--- config.mk ---
export PLATFORM = sky130hd
export DESIGN_NAME = tqvp_wdt_reset_seq
export DESIGN_NICKNAME = d
export VERILOG_FILES = /design/src/rtl/tqvp_wdt_reset_seq.sv
export SDC_FILE = /design/constraint.sdc
export NUM_CORES = 1
export LEC_CHECK = 0
export CAP_MARGIN = 10
export CORE_AREA = 2 2 92 116
export DETAILED_ROUTE_END_ITERATION = 16
export DIE_AREA = 0 0 94 118
export PLACE_DENSITY = 0.79
export SETUP_SLACK_MARGIN = 0.5
export SKIP_CTS_REPAIR_TIMING = 1
export SLEW_MARGIN = 20
export SYNTH_ARGS = -nofsm -noshare
export SYNTH_HDL_FRONTEND = slang
export SYNTH_SLANG_ARGS = --single-unit
--- constraint.sdc ---
create_clock -name clk -period 4.2 [get_ports clk]
set_clock_uncertainty 0.05 [all_clocks]
set_input_delay 0.42 -clock clk [delete_from_list [all_inputs] [get_ports clk]]
set_output_delay 0.42 -clock clk [all_outputs]
set_load 0.02 [all_outputs]
--- src/rtl/tqvp_wdt_reset_seq.sv ---
// Watchdog reset sequencer: turns a watchdog timeout level into a grace-window warning, a timed reset pulse and a hold-off.
// Optional manual reset button on ui_in[3]: define TQVP_WDTSEQ_MANUAL_EN.
module tqvp_wdt_reset_seq #(
  parameter int HOLDOFF_CYCLES  = 256,
  parameter int DEBOUNCE_CYCLES = 1024
) (
  input  logic        clk,
  input  logic        rst,
  input  logic [7:0]  ui_in,
  output logic [7:0]  uo_out,
  input  logic [5:0]  address,
  input  logic [31:0] data_in,
  input  logic [1:0]  data_write_n,
  input  logic [1:0]  data_read_n,
  output logic [31:0] data_out,
  output logic        data_ready,
  output logic        user_interrupt,
  input  logic        wdt_timeout,
  output logic        sys_reset
);

  // Bus handshake: a request is any data_write_n/data_read_n other than 2'b11 in a cycle;
  // writes commit at that clock edge, reads answer with data_ready=1 and data_out one cycle later.

  typedef enum logic [1:0] {
    ST_IDLE    = 2'd0,
    ST_WARN    = 2'd1,
    ST_PULSE   = 2'd2,
    ST_HOLDOFF = 2'd3
  } state_e;

  localparam int HW = (HOLDOFF_CYCLES > 1) ? $clog2(HOLDOFF_CYCLES) : 1;
  localparam logic [HW-1:0] HOLDOFF_LAST = HW'(HOLDOFF_CYCLES - 1);

  localparam logic [5:0] ADDR_CTRL   = 6'h00;
  localparam logic [5:0] ADDR_GRACE  = 6'h04;
  localparam logic [5:0] ADDR_PULSE  = 6'h08;
  localparam logic [5:0] ADDR_STATUS = 6'h0C;
  localparam logic [5:0] ADDR_CLEAR  = 6'h10;

  state_e        state_q, state_d;
  logic [15:0]   grace_cnt_q, grace_cnt_d;
  logic [7:0]    pulse_cnt_q, pulse_cnt_d;
  logic [HW-1:0] holdoff_cnt_q, holdoff_cnt_d;

  logic          arm_q, arm_d;
  logic          polarity_q, polarity_d;
  logic [15:0]   grace_q, grace_d;
  logic [7:0]    pulse_q, pulse_d;
  logic          wdt_cause_q, wdt_cause_d;
  logic          manual_cause_q, manual_cause_d;
  logic [7:0]    reset_count_q, reset_count_d;

  logic          sys_reset_q, sys_reset_d;
  logic          data_ready_q, data_ready_d;
  logic [31:0]   data_out_q, data_out_d;

  logic          wr_en, rd_en;
  logic          clear_hit;
  logic          wdt_hit, manual_hit;
  logic          manual_fire;
  logic [7:0]    pulse_len;
  logic [31:0]   rd_data;
  logic          unused_data;

  assign wr_en     = (data_write_n != 2'b11);
  assign rd_en     = (data_read_n != 2'b11);
  assign clear_hit = wr_en && (address == ADDR_CLEAR) && (data_in[7:0] == 8'h5A);
  assign pulse_len = (pulse_q == 8'd0) ? 8'd1 : pulse_q;
  assign unused_data = ^data_in[31:16];

`ifdef TQVP_WDTSEQ_MANUAL_EN
  localparam int DW = $clog2(DEBOUNCE_CYCLES + 1);
  localparam logic [DW-1:0] DEB_FULL = DW'(DEBOUNCE_CYCLES);

  logic [DW-1:0] deb_cnt_q, deb_cnt_d;
  logic          unused_ui;

  // Counter saturates at DEB_FULL, so a held button fires once and must be released to re-arm.
  always_comb begin
    deb_cnt_d = deb_cnt_q;
    if (!ui_in[3]) begin
      deb_cnt_d = '0;
    end else if (deb_cnt_q != DEB_FULL) begin
      deb_cnt_d = deb_cnt_q + DW'(1);
    end
  end

  assign manual_fire = ui_in[3] && (deb_cnt_q == DEB_FULL - DW'(1));
  assign unused_ui   = ^{ui_in[7:4], ui_in[2:0]};

  always_ff @(posedge clk) begin
    if (rst) begin
      deb_cnt_q <= '0;
    end else begin
      deb_cnt_q <= deb_cnt_d;
    end
  end
`else
  logic unused_ui;

  assign manual_fire = 1'b0;
  assign unused_ui   = ^ui_in;
`endif

  // Sequencer next state. A manual trigger outranks the watchdog path in IDLE and WARN.
  always_comb begin
    state_d       = state_q;
    grace_cnt_d   = grace_cnt_q;
    pulse_cnt_d   = pulse_cnt_q;
    holdoff_cnt_d = holdoff_cnt_q;
    wdt_hit       = 1'b0;
    manual_hit    = 1'b0;
    case (state_q)
      ST_IDLE: begin
        if (manual_fire) begin
          state_d     = ST_PULSE;
          pulse_cnt_d = pulse_len;
          manual_hit  = 1'b1;
        end else if (arm_q && wdt_timeout) begin
          state_d     = ST_WARN;
          grace_cnt_d = grace_q;
        end
      end
      ST_WARN: begin
        if (manual_fire) begin
          state_d     = ST_PULSE;
          pulse_cnt_d = pulse_len;
          manual_hit  = 1'b1;
        end else if (!wdt_timeout || !arm_q) begin
          state_d = ST_IDLE;
        end else if (grace_cnt_q == 16'd0) begin
          state_d     = ST_PULSE;
          pulse_cnt_d = pulse_len;
          wdt_hit     = 1'b1;
        end else begin
          grace_cnt_d = grace_cnt_q - 16'd1;
        end
      end
      ST_PULSE: begin
        if (pulse_cnt_q <= 8'd1) begin
          state_d       = ST_HOLDOFF;
          holdoff_cnt_d = HOLDOFF_LAST;
        end else begin
          pulse_cnt_d = pulse_cnt_q - 8'd1;
        end
      end
      ST_HOLDOFF: begin
        if (holdoff_cnt_q == '0) begin
          state_d = ST_IDLE;
        end else begin
          holdoff_cnt_d = holdoff_cnt_q - HW'(1);
        end
      end
      default: state_d = ST_IDLE;
    endcase
  end

  // CLEAR lands before a same-cycle cause update, so a simultaneous expiry leaves count at 1.
  always_comb begin
    wdt_cause_d    = clear_hit ? 1'b0 : wdt_cause_q;
    manual_cause_d = clear_hit ? 1'b0 : manual_cause_q;
    reset_count_d  = clear_hit ? 8'd0 : reset_count_q;
    if (wdt_hit) begin
      wdt_cause_d = 1'b1;
    end
    if (manual_hit) begin
      manual_cause_d = 1'b1;
    end
    if ((wdt_hit || manual_hit) && (reset_count_d != 8'hFF)) begin
      reset_count_d = reset_count_d + 8'd1;
    end
  end

  always_comb begin
    arm_d      = arm_q;
    polarity_d = polarity_q;
    grace_d    = grace_q;
    pulse_d    = pulse_q;
    if (wr_en) begin
      case (address)
        ADDR_CTRL: begin
          arm_d      = data_in[0];
          polarity_d = data_in[1];
        end
        ADDR_GRACE: grace_d = (data_write_n == 2'b00) ? {8'h00, data_in[7:0]} : data_in[15:0];
        ADDR_PULSE: pulse_d = data_in[7:0];
        default: ;
      endcase
    end
  end

  always_comb begin
    rd_data = 32'hFFFF_FFFF;
    case (address)
      ADDR_CTRL:   rd_data = {30'd0, polarity_q, arm_q};
      ADDR_GRACE:  rd_data = {16'd0, grace_q};
      ADDR_PULSE:  rd_data = {24'd0, pulse_q};
      ADDR_STATUS: rd_data = {16'd0, reset_count_q, 4'd0, manual_cause_q, wdt_cause_q, state_q};
      default:     rd_data = 32'hFFFF_FFFF;
    endcase
  end

  always_comb begin
    data_ready_d = rd_en;
    data_out_d   = rd_en ? rd_data : data_out_q;
    sys_reset_d  = (state_d == ST_PULSE);
  end

  always_ff @(posedge clk) begin
    if (rst) begin
      state_q        <= ST_IDLE;
      grace_cnt_q    <= 16'd0;
      pulse_cnt_q    <= 8'd0;
      holdoff_cnt_q  <= '0;
      arm_q          <= 1'b0;
      polarity_q     <= 1'b0;
      grace_q        <= 16'h0100;
      pulse_q        <= 8'h10;
      wdt_cause_q    <= 1'b0;
      manual_cause_q <= 1'b0;
      reset_count_q  <= 8'd0;
      sys_reset_q    <= 1'b0;
      data_ready_q   <= 1'b0;
      data_out_q     <= 32'hFFFF_FFFF;
    end else begin
      state_q        <= state_d;
      grace_cnt_q    <= grace_cnt_d;
      pulse_cnt_q    <= pulse_cnt_d;
      holdoff_cnt_q  <= holdoff_cnt_d;
      arm_q          <= arm_d;
      polarity_q     <= polarity_d;
      grace_q        <= grace_d;
      pulse_q        <= pulse_d;
      wdt_cause_q    <= wdt_cause_d;
      manual_cause_q <= manual_cause_d;
      reset_count_q  <= reset_count_d;
      sys_reset_q    <= sys_reset_d;
      data_ready_q   <= data_ready_d;
      data_out_q     <= data_out_d;
    end
  end

  assign sys_reset      = sys_reset_q;
  assign uo_out         = {6'd0, sys_reset_q ^ polarity_q, 1'b0};
  assign user_interrupt = (state_q == ST_WARN);
  assign data_out       = data_out_q;
  assign data_ready     = data_ready_q;

endmodule

==> notes.org <==
* Implementation run

** Detailed routing
- Total met2 wirelength after detailed routing :: 6.21 mm
- The script parses the final routing iteration and logs DRC violations as 0.
- Via density :: 5.87

** Power and ir drop
- Leakage power of the design :: 1.89 nW
- Power per unit of standard cell area :: 338 nW/um2

** Layout
- Of the cells placed in the final design, the portion with a size suffix greater than 1 is 0.0821.
- Number of non-clock buffers in the layout :: 69
- Leaving out buffers and inverters, the combinational logic in the layout accounts for 2470 um2.

** Setup path
- According to the timing report, the arrival time at the worst endpoint equals 3190 ps.
- For the worst reg-to-reg path, the startpoint reported by OpenROAD is grace_cnt_q[0]$_SDFFE_PP0P_.
- STA lists the maximum fanout along the critical path as 10.
- Required @ worst endpoint :: 4430 ps

** Final timing
- The final layout reports a setup TNS of 0 ps.
- Hold_ws :: 419 ps
- Fmax :: 337 MHz

** Synth
- Ranked by total cell area, the synthesized netlist is headed by sky130_fd_sc_hd__dfxtp_1 (39%), sky130_fd_sc_hd__nand2_1 (6.7%), sky130_fd_sc_hd__a21oi_1 (5.6%), sky130_fd_sc_hd__nor2_1 (3.9%), sky130_fd_sc_hd__buf_4 (3.8%).
- Flip-flop and latch count after synthesis :: 88
- For this run, the chip area from Yosys synthesis comes to 4580 um2.
- Yosys stat counts 563 cells in the synthesized netlist.
- Syn. warnings :: 0
- Summing every instance area after synthesis gives 4580 um2.

** Run status
- Status :: finished clean

** Floorplanning
- Die height :: 118 um

** Placement
- Count of placed standard cells including taps :: 710
-- worst max-delay path, delay by kind of cell --
kind                     cells  cell delay, ps
AND/OR/NAND/NOR              7            1540
buffers and inverters        2             690
AND-OR/OR-AND                2             290
adder cells (fa/ha/maj)      1             250
-- worst max path at each step --
stage | slack (ps) | from | endpoint | cells past startpoint
2_1_floorplan | 1520 | data_in[7] | reset_count_q[0]$_SDFF_PP0_ | 10
3_3_place_gp | 950 | data_in[0] | reset_count_q[0]$_SDFF_PP0_ | 12
3_5_place_dp | 920 | data_in[0] | reset_count_q[0]$_SDFF_PP0_ | 12
4_1_cts | 1260 | data_in[0] | reset_count_q[0]$_SDFF_PP0_ | 12
5_1_grt | 1000 | address[2] | reset_count_q[0]$_SDFF_PP0_ | 11
6_report | 1230 | data_in[0] | reset_count_q[0]$_SDFF_PP0_ | 12
-- power groups by stage --
stage	clock (mW)	combinational (mW)	sequential (mW)
2_1_floorplan	0	0.0579	0.865
3_3_place_gp	0	0.105	0.862
3_5_place_dp	0	0.106	0.862
4_1_cts	0.891	0.107	0.843
5_1_grt	0.917	0.115	0.843
6_report	0.885	0.108	0.843
-- cells by family (layout without fill, tap and decap cells) --
family,Yosys count,count (layout),share of synthesized area
other,1,7,0.000820
AND-OR/OR-AND,158,158,0.232
flip-flops,88,88,0.385
XOR/XNOR,12,12,0.0230
AND/OR/NAND/NOR,218,218,0.225
adder cells (fa/ha/maj),7,7,0.0191
multiplexers,12,12,0.0342
buffers and inverters,67,95,0.0809
-- through the flow --
step,util,area (um2)
3_5_place_dp,0.510,5100
3_3_place_gp,0.510,5100
5_1_grt,0.543,5430
6_report,0.543,5430
4_1_cts,0.543,5430
2_1_floorplan,-,4600
==> images/metal_stack.png <==
(3 px per um)
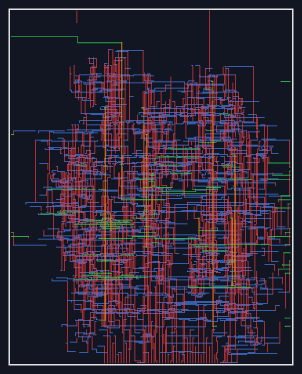
| color | layer | wire length |
|---|---|---|
| orange | met4 | 367 um |
| red | met2 | 6210 um |
| blue | met1 | 4760 um |
| green | met3 | 553 um |
overall routing resource usage: 0.216
final WL: 11.9 mm
number of vias in the routed layout: 4258
post-detailed-route wirelength per cell: 16.4 um

==> images/gate_families.png <==
(3 px per um)
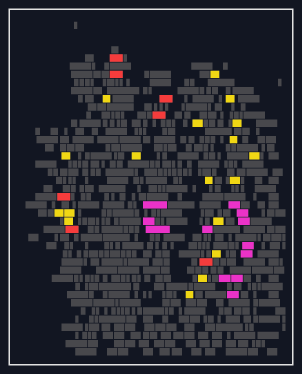
| color | family | cells |
|---|---|---|
| magenta | multiplexers | 12 |
| red | adder and majority cells | 7 |
| yellow | AND-OR and OR-AND gates | 18 |
fraction of area in multi-input gates: 0.454
number of standard cells in the layout, taps in and fillers out: 726
commonest non-fill, non-tap cell in the layout: sky130_fd_sc_hd__dfxtp_1

==> images/registers.png <==
(2 px per um)
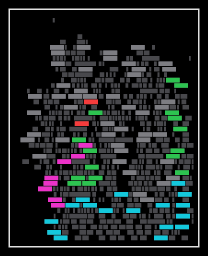
| color | netlist name | placed flops |
|---|---|---|
| red | state_q | 2 |
| magenta | pulse_q | 8 |
| green | grace_q | 16 |
| cyan | data_out | 17 |
area occupied by registers: 1760 um2
register share of the cell area: 0.324

No activity file was given, so power comes from the tool's default toggle rates.
